clocks.png
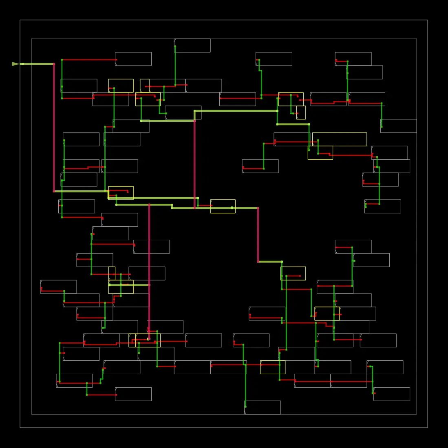
layer_met1.png
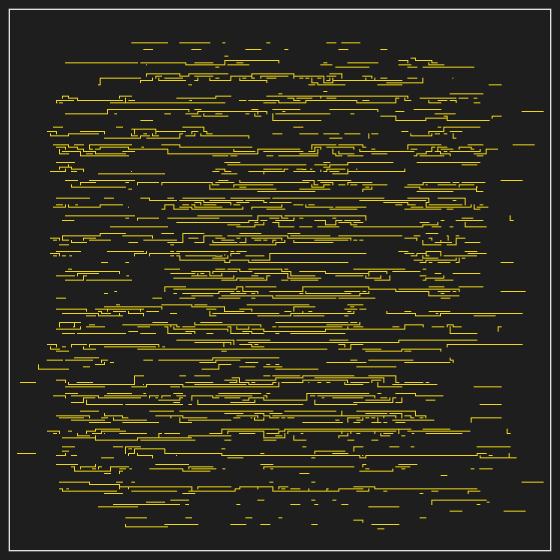
metal_density.png
The bar under the picture is 20 µm long. 17 x 17 tiles, from dark blue (low) to red (high), scaled to the fullest tile. Values are wire area over tile area, all layers added.
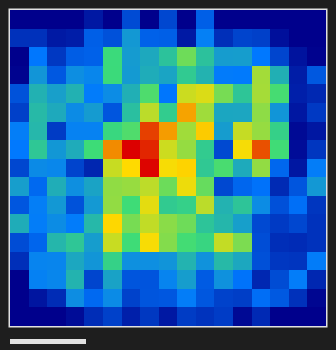
==> config.mk <==
export PLATFORM = sky130hd
export DESIGN_NAME = seg7_scanner
export DESIGN_NICKNAME = d
export VERILOG_FILES = /design/src/rtl/seg7_scanner.sv
export SDC_FILE = /design/constraint.sdc
export NUM_CORES = 1
export LEC_CHECK = 0
export CORE_MARGIN = 2
export CORE_UTILIZATION = 47
export DETAILED_ROUTE_END_ITERATION = 8
export PLACE_DENSITY = 0.75
export RECOVER_POWER = 25
export SYNTH_ARGS = -nofsm -noshare
export SYNTH_HDL_FRONTEND = slang
export SYNTH_SLANG_ARGS = --single-unit
export TNS_END_PERCENT = 20
==> constraint.sdc <==
create_clock -name clk_in -period 3.6 [get_ports clk_in]
set_input_delay 0.72 -clock clk_in [delete_from_list [all_inputs] [get_ports clk_in]]
set_output_delay 0.72 -clock clk_in [all_outputs]
set_load 0.1 [all_outputs]
==> src/rtl/seg7_scanner.sv <==
// seg7_scanner: multiplexed common-anode seven-segment driver with frame-latched data.
// Latency: scan_clk rise sampled at edge k -> idx moves at k+2 -> an/seg/dp show it at k+3.
// Backpressure: none; scan_clk is a free-running pacing input and data is sampled once per frame.
//
// Ports:
//   clk_in      system clock (only clock of the block)
//   reset       synchronous, active-high
//   scan_clk    divided clock, sampled as data; one digit advance per rising edge
//   data        4*DIGITS-bit value; nibble i drives digit i (digit 0 rightmost)
//   dp_mask     bit i lights decimal point of digit i
//   blank_lz    enables leading-zero blanking
//   hold        freezes the displayed frame (sampled only at frame wrap)
//   an          active-low one-hot digit enables
//   seg         active-low segments {g,f,e,d,c,b,a}
//   dp          active-low decimal point
//   frame_done  one-cycle pulse after each frame wrap
module seg7_scanner #(
  parameter int DIGITS = 8
) (
  input  logic                  clk_in,
  input  logic                  reset,
  input  logic                  scan_clk,
  input  logic [4*DIGITS-1:0]   data,
  input  logic [DIGITS-1:0]     dp_mask,
  input  logic                  blank_lz,
  input  logic                  hold,
  output logic [DIGITS-1:0]     an,
  output logic [6:0]            seg,
  output logic                  dp,
  output logic                  frame_done
);

  localparam int IW = (DIGITS > 1) ? $clog2(DIGITS) : 1;
  localparam logic [IW-1:0] LAST_IDX = IW'(DIGITS - 1);

  logic                s1, s2, s3;
  logic                tick;
  logic                wrap;
  logic [IW-1:0]       idx;

  // Frame shadows: the outputs only ever read these, so a frame cannot tear.
  logic [4*DIGITS-1:0] sh_data;
  logic [DIGITS-1:0]   sh_dp;
  logic                sh_blz;

  logic [DIGITS-1:0]   an_nxt;
  logic [6:0]          seg_nxt;
  logic [3:0]          nib;
  logic                dp_sel;
  logic                upper_zero;

  function automatic logic [6:0] hex7(input logic [3:0] v);
    case (v)
      4'h0: hex7 = 7'h40;
      4'h1: hex7 = 7'h79;
      4'h2: hex7 = 7'h24;
      4'h3: hex7 = 7'h30;
      4'h4: hex7 = 7'h19;
      4'h5: hex7 = 7'h12;
      4'h6: hex7 = 7'h02;
      4'h7: hex7 = 7'h78;
      4'h8: hex7 = 7'h00;
      4'h9: hex7 = 7'h10;
      4'hA: hex7 = 7'h08;
      4'hB: hex7 = 7'h03;
      4'hC: hex7 = 7'h46;
      4'hD: hex7 = 7'h21;
      4'hE: hex7 = 7'h06;
      default: hex7 = 7'h0E;
    endcase
  endfunction

  // s2/s3 are both post-synchroniser, so the edge detect sees a clean level.
  assign tick = s2 & ~s3;
  assign wrap = tick && (idx == LAST_IDX);

  always_comb begin
    nib        = 4'h0;
    dp_sel     = 1'b0;
    upper_zero = 1'b1;
    an_nxt     = '1;
    for (int j = 0; j < DIGITS; j++) begin
      if (idx == IW'(j)) begin
        nib       = sh_data[4*j +: 4];
        dp_sel    = sh_dp[j];
        an_nxt[j] = 1'b0;
      end
      // Blank only if this digit and every more-significant digit is zero.
      if ((IW'(j) >= idx) && (sh_data[4*j +: 4] != 4'h0)) begin
        upper_zero = 1'b0;
      end
    end
    // Digit 0 is never blanked so a zero value still shows "0".
    if (sh_blz && (idx != '0) && upper_zero) begin
      seg_nxt = 7'h7F;
    end else begin
      seg_nxt = hex7(nib);
    end
  end

  always_ff @(posedge clk_in) begin
    if (reset) begin
      s1         <= 1'b0;
      s2         <= 1'b0;
      s3         <= 1'b0;
      idx        <= '0;
      sh_data    <= '0;
      sh_dp      <= '0;
      sh_blz     <= 1'b0;
      an         <= '1;
      seg        <= 7'h7F;
      dp         <= 1'b1;
      frame_done <= 1'b0;
    end else begin
      s1 <= scan_clk;
      s2 <= s1;
      s3 <= s2;
      if (tick) begin
        idx <= wrap ? '0 : idx + IW'(1);
      end
      frame_done <= wrap;
      if (wrap && !hold) begin
        sh_data <= data;
        sh_dp   <= dp_mask;
        sh_blz  <= blank_lz;
      end
      an  <= an_nxt;
      seg <= seg_nxt;
      dp  <= ~dp_sel;
    end
  end

endmodule
==> deck_impl_summary.md <==
Key Metrics from the Run

Cells and area
  – Post-layout nets: between 400 and 500
  – MI comb cells: 272
  – Biggest regs: sh_data: 32 flops, an: 8 flops, sh_dp: 8 flops
  – Clock-cell share of area: about 5.3%
  – Max reg flops: 32
  – Final Non-Filler Cells: around 500

Synthesis
  – Cells after synthesis: 368
  – Synth Area per Inst: approximately 8 µm²
  – Ys cells: between 300 and 400
  – Synth Cell Area: 2910 µm²
  – Cell type with the largest total area: dfxtp_1
  – Largest family of logic cells by area: simple AND/OR/NAND/NOR gates
  – Ys flops: roughly 64
  – Main flop type: dfxtp_1
  – Top-area cell share: between 40% and 50%

Route
  – Met1 WL: between 3 and 4 mm
  – Detail Route Antenna Nets: 0
  – DRC Markers: 0
  – Drt initial violations: a little over 200

Outcome
  – Failing checks: capacitance limit, slew limit
  – Status: finished, violations left

Setup path
  – WP data required: 3770 ps
  – Reg-to-Reg End: seg[1]
  – Worst-path cell chain: inv_1 -> ha_1 -> and3_1 -> a211oi_1 -> o211ai_1 -> inv_1 -> ha_1 -> nor3_1 -> a211o_1 -> o311ai_0
  – CP top delay family: AND-OR/OR-AND gates

Power and ir drop
  – Tot Pwr: around 1.5 mW
  – Comb pwr share: a little under a tenth
  – Internal power: 1.13 mW

CTS
  – Post-CTS Resized: 0
  – Hold buffers post-CTS: 0
  – CTS tree: done

GRT
  – Vias in the first global route: 2,622
  – Overflow after GRT: 0

Final timing
  – Fin Hold WS: 443 ps
  – Fin crit share: 85.1%
  – Max-slew violations: approximately 53
  – Worst-Margin Slew: ~2100 ps

Run
  – Max-Cap Viols: 1

Floorplan
  – Die height: around 83 µm
-- clocks.png (at the start) --
Clock Power: 619 µW
TritonCTS buffer count: 9
Sink Count: 64

-- layer_met1.png (at the start) --
- wire length on this layer: 3,410 µm
- longest straight run: 29.0 µm
- share of all routed wire: 47%
- nets with wire on the layer: 415
- main direction: horizontal

-- metal_density.png (at the start) --
- tiles over half the peak: 20%
- fullest tile: 0.56
- nearly empty tiles: 10%

Power and IR drop assume default switching activity.
